### src/rtl/alu_exec_unit.sv
// ALU execute stage: single-cycle logic/arithmetic ops plus iterative 1-bit/cycle shifts,
// with a valid/ready handshake on both the operation input and the result output.
module alu_exec_unit #(
    parameter int DATA_W  = 8,
    parameter int SHAMT_W = 3
) (
    input  logic              clock,
    input  logic              reset_n,
    input  logic              in_valid,
    output logic              in_ready,
    input  logic [3:0]        alu_ctrl,
    input  logic [DATA_W-1:0] rd_data,
    input  logic [DATA_W-1:0] rs_data,
    output logic              out_valid,
    input  logic              out_ready,
    output logic [DATA_W-1:0] result,
    output logic              carry,
    output logic              zero
);
    localparam logic [3:0] OP_ADD = 4'b0000;
    localparam logic [3:0] OP_SUB = 4'b1000;
    localparam logic [3:0] OP_AND = 4'b0001;
    localparam logic [3:0] OP_OR  = 4'b0010;
    localparam logic [3:0] OP_XOR = 4'b0011;
    localparam logic [3:0] OP_NOT = 4'b0100;
    localparam logic [3:0] OP_SLL = 4'b0101;
    localparam logic [3:0] OP_SRL = 4'b0110;
    localparam logic [3:0] OP_SRA = 4'b0111;

    typedef enum logic [1:0] {IDLE, SHIFT, DONE} state_t;

    state_t              state, state_nxt;
    logic [DATA_W-1:0]   shreg, shreg_nxt;
    logic [SHAMT_W-1:0]  cnt, cnt_nxt;
    logic [1:0]          sop, sop_nxt;
    logic [DATA_W-1:0]   result_nxt;
    logic                carry_nxt, zero_nxt;

    logic [DATA_W:0]     sum, diff;
    logic [DATA_W-1:0]   alu_res, step;
    logic                alu_c, step_c, is_shift;
    logic [SHAMT_W-1:0]  amt;

    assign amt      = rs_data[SHAMT_W-1:0];
    assign is_shift = (alu_ctrl == OP_SLL) || (alu_ctrl == OP_SRL) || (alu_ctrl == OP_SRA);
    assign sum      = {1'b0, rd_data} + {1'b0, rs_data};
    // Top bit of the widened unsigned difference is the borrow.
    assign diff     = {1'b0, rd_data} - {1'b0, rs_data};

    // Single-cycle result; shift codes land here only when the amount is 0.
    always_comb begin
        alu_res = rd_data;
        alu_c   = 1'b0;
        case (alu_ctrl)
            OP_ADD: begin alu_res = sum[DATA_W-1:0];  alu_c = sum[DATA_W];  end
            OP_SUB: begin alu_res = diff[DATA_W-1:0]; alu_c = diff[DATA_W]; end
            OP_AND: alu_res = rd_data & rs_data;
            OP_OR:  alu_res = rd_data | rs_data;
            OP_XOR: alu_res = rd_data ^ rs_data;
            OP_NOT: alu_res = ~rd_data;
            default: ;
        endcase
    end

    // One-bit shift step; sop holds alu_ctrl[1:0] of the latched shift op.
    always_comb begin
        step   = shreg;
        step_c = 1'b0;
        case (sop)
            2'b01: begin step = {shreg[DATA_W-2:0], 1'b0};          step_c = shreg[DATA_W-1]; end
            2'b10: begin step = {1'b0, shreg[DATA_W-1:1]};          step_c = shreg[0];        end
            2'b11: begin step = {shreg[DATA_W-1], shreg[DATA_W-1:1]}; step_c = shreg[0];      end
            default: ;
        endcase
    end

    always_comb begin
        state_nxt  = state;
        shreg_nxt  = shreg;
        cnt_nxt    = cnt;
        sop_nxt    = sop;
        result_nxt = result;
        carry_nxt  = carry;
        zero_nxt   = zero;
        case (state)
            IDLE: begin
                if (in_valid) begin
                    if (is_shift && (amt != '0)) begin
                        shreg_nxt = rd_data;
                        cnt_nxt   = amt;
                        sop_nxt   = alu_ctrl[1:0];
                        state_nxt = SHIFT;
                    end else begin
                        result_nxt = alu_res;
                        carry_nxt  = alu_c;
                        zero_nxt   = (alu_res == '0);
                        state_nxt  = DONE;
                    end
                end
            end
            SHIFT: begin
                shreg_nxt = step;
                carry_nxt = step_c;
                cnt_nxt   = cnt - SHAMT_W'(1);
                // Final step publishes the shifted value together with its flags.
                if (cnt == SHAMT_W'(1)) begin
                    result_nxt = step;
                    zero_nxt   = (step == '0);
                    state_nxt  = DONE;
                end
            end
            DONE: begin
                if (out_ready) state_nxt = IDLE;
            end
            default: state_nxt = IDLE;
        endcase
    end

    always_ff @(posedge clock or negedge reset_n) begin
        if (!reset_n) begin
            state  <= IDLE;
            shreg  <= '0;
            cnt    <= '0;
            sop    <= '0;
            result <= '0;
            carry  <= 1'b0;
            zero   <= 1'b0;
        end else begin
            state  <= state_nxt;
            shreg  <= shreg_nxt;
            cnt    <= cnt_nxt;
            sop    <= sop_nxt;
            result <= result_nxt;
            carry  <= carry_nxt;
            zero   <= zero_nxt;
        end
    end

    assign in_ready  = (state == IDLE);
    assign out_valid = (state == DONE);
endmodule
### config.mk
export PLATFORM = sky130hd
export DESIGN_NAME = alu_exec_unit
export DESIGN_NICKNAME = d
export VERILOG_FILES = /design/src/rtl/alu_exec_unit.sv
export SDC_FILE = /design/constraint.sdc
export NUM_CORES = 1
export LEC_CHECK = 0
export ABC_CLOCK_PERIOD_IN_PS = 3800
export CAP_MARGIN = 5
export CORE_MARGIN = 8
export CORE_UTILIZATION = 25
export DETAILED_ROUTE_END_ITERATION = 12
export SLEW_MARGIN = 15
export SYNTH_ARGS = -nofsm -noshare
export SYNTH_HDL_FRONTEND = slang
export SYNTH_SLANG_ARGS = --single-unit
export TNS_END_PERCENT = 1
### constraint.sdc
create_clock -name clock -period 3.8 [get_ports clock]
set_clock_uncertainty 0.1 [all_clocks]
set_input_delay 0.76 -clock clock [delete_from_list [all_inputs] [get_ports clock]]
set_output_delay 0.76 -clock clock [all_outputs]
set_load 0.01 [all_outputs]
### Routed clock nets over the placement

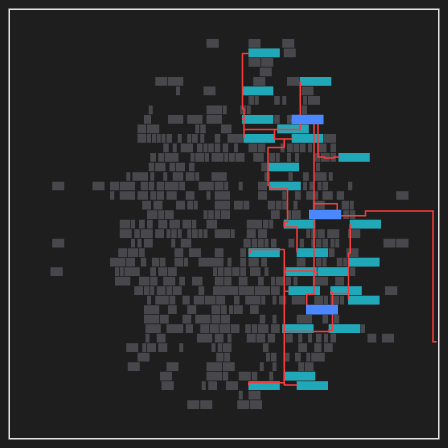
[cyan] flip-flops | count: 25
[red] clock wires | length: 409 µm
[blue] clock-net drivers | count: 3
routed clock nets: 4

### Where the registers sit

Bar = 20 µm. Other sequential cells in the stronger grey, the rest of the logic in the fainter grey.
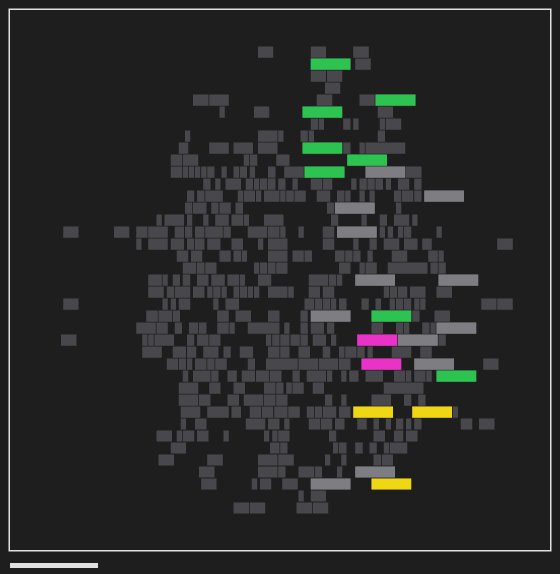
| colour | name in the netlist | placed flops |
|---|---|---|
| yellow | cnt | 3 |
| green | result | 8 |
| magenta | sop | 2 |
not coloured: 12

### Wiring heat map

24 x 24 tiles, from dark blue (low) to red (high), scaled to the fullest tile. Values are wire area over tile area, all layers added.
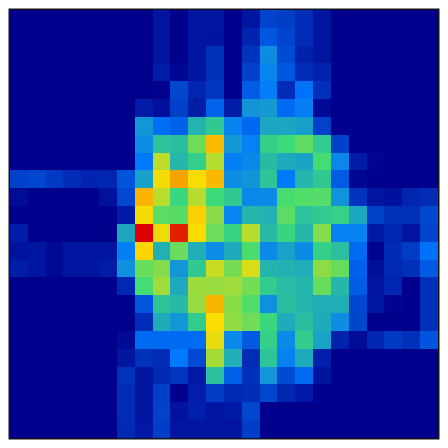
mean over tiles: 0.095
tiles over half the peak: 9.5%
fullest tile: 0.60
nearly empty tiles: 44%
emptiest ninth of the die: north-west

### Sizing map

Bar = 20 µm.
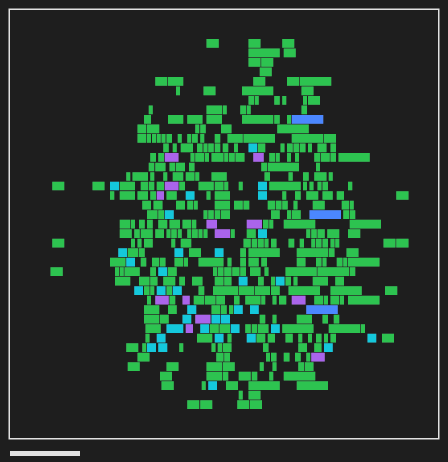
| colour | size | cells | share |
|---|---|---|---|
| blue | x6 and larger | 3 | 0.70% |
| cyan | x3 and x4 | 35 | 8.2% |
| green | x1 and smaller | 375 | 88% |
| purple | x2 | 13 | 3.1% |

### Placed standard cells

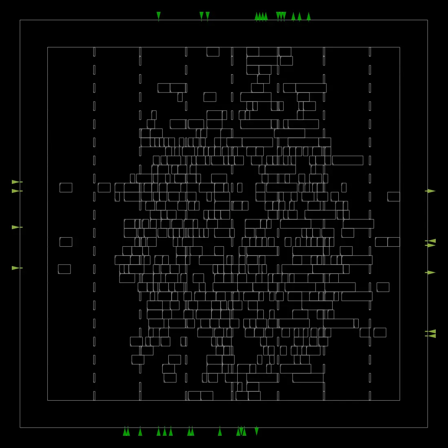
Rows: 39
fin cells: 569
flop count: 25
final core utilization: 0.319

==> job_summary.md <==
## Synthesis and layout report

| Metric | Value |
|---|---|
| Yosys top cell by instances | `a21oi_1` |
| Top cells by count | `a21oi_1, nor2_1, o21ai_0, inv_1, ha_1` |
| CTS tree | `done` |
| Met3 WL post-DR | `about 330 µm` |
| RSZ-0062 raised after global routing | `no` |
| Hpwl dp | `7280 µm` |
| Die area | `roughly 15,000 µm²` |
| Fmax | `about 270 MHz` |
| Synthesized area | `~2800 µm²` |
| Worst path bufs/invs | `2` |
| Nets | `between 400 and 500` |
| Number of I/O pins | `36` |
| RR Endpoint | `zero$_DFFE_PN0P_` |
| GR Layer Usage met2 | `0.225` |
| Leak | `around 1.6 nW` |
| DRC errors left | `0` |
| Largest registers | `result (8), shreg (8), cnt (3)` |
| Latency at later pin | `between 0.2 and 0.3 ns` |
| CTS Buf Count | `3` |
| Final Hold Viols | `0` |
| Routed vias | `2,908` |
| Clk tree area frac | `0.0220` |
| Hold path endpoint | `result[3]$_DFFE_PN0P_` |
| Fp util | `0.252` |
| Post-CTS Setup Inserts | `0` |
| CP startpoint | `rd_data[0]` |
| CP max stage delay | `roughly 0.51 ns` |
| Global-route wire length before repair | `around 15,000 µm` |
| Top power group | `combinational cells` |
| Number of enable flip-flop cells | `0` |
| Switching power total | `0.701 mW` |
| Detailed Routing Iterations Pass 1 | `5` |
| Design Area, Final | `between 3000 and 4000 µm²` |
| Mux share | `0.0544` |
| Worst Reg2Reg Path Length in Cells | `8` |
| Core area | `about 11,000 µm²` |
| Setup crit end | `zero$_DFFE_PN0P_` |
| P_int | `0.944 mW` |
| Register share of the cell area | `0.175` |
| Top cells by area | `dfrtp_1, ha_1, a21oi_1, nor2_1, o21ai_0` |
| Status | `completed` |
| Fin crit period | `about 3.7 ns` |
| Hold depth | `2` |
| FF/Latch Area | `about 630 µm²` |
| Yosys Instances | `roughly 380` |
| Setup violators final | `0` |
Power figures rest on the tool's default switching activity, not on a simulated workload.
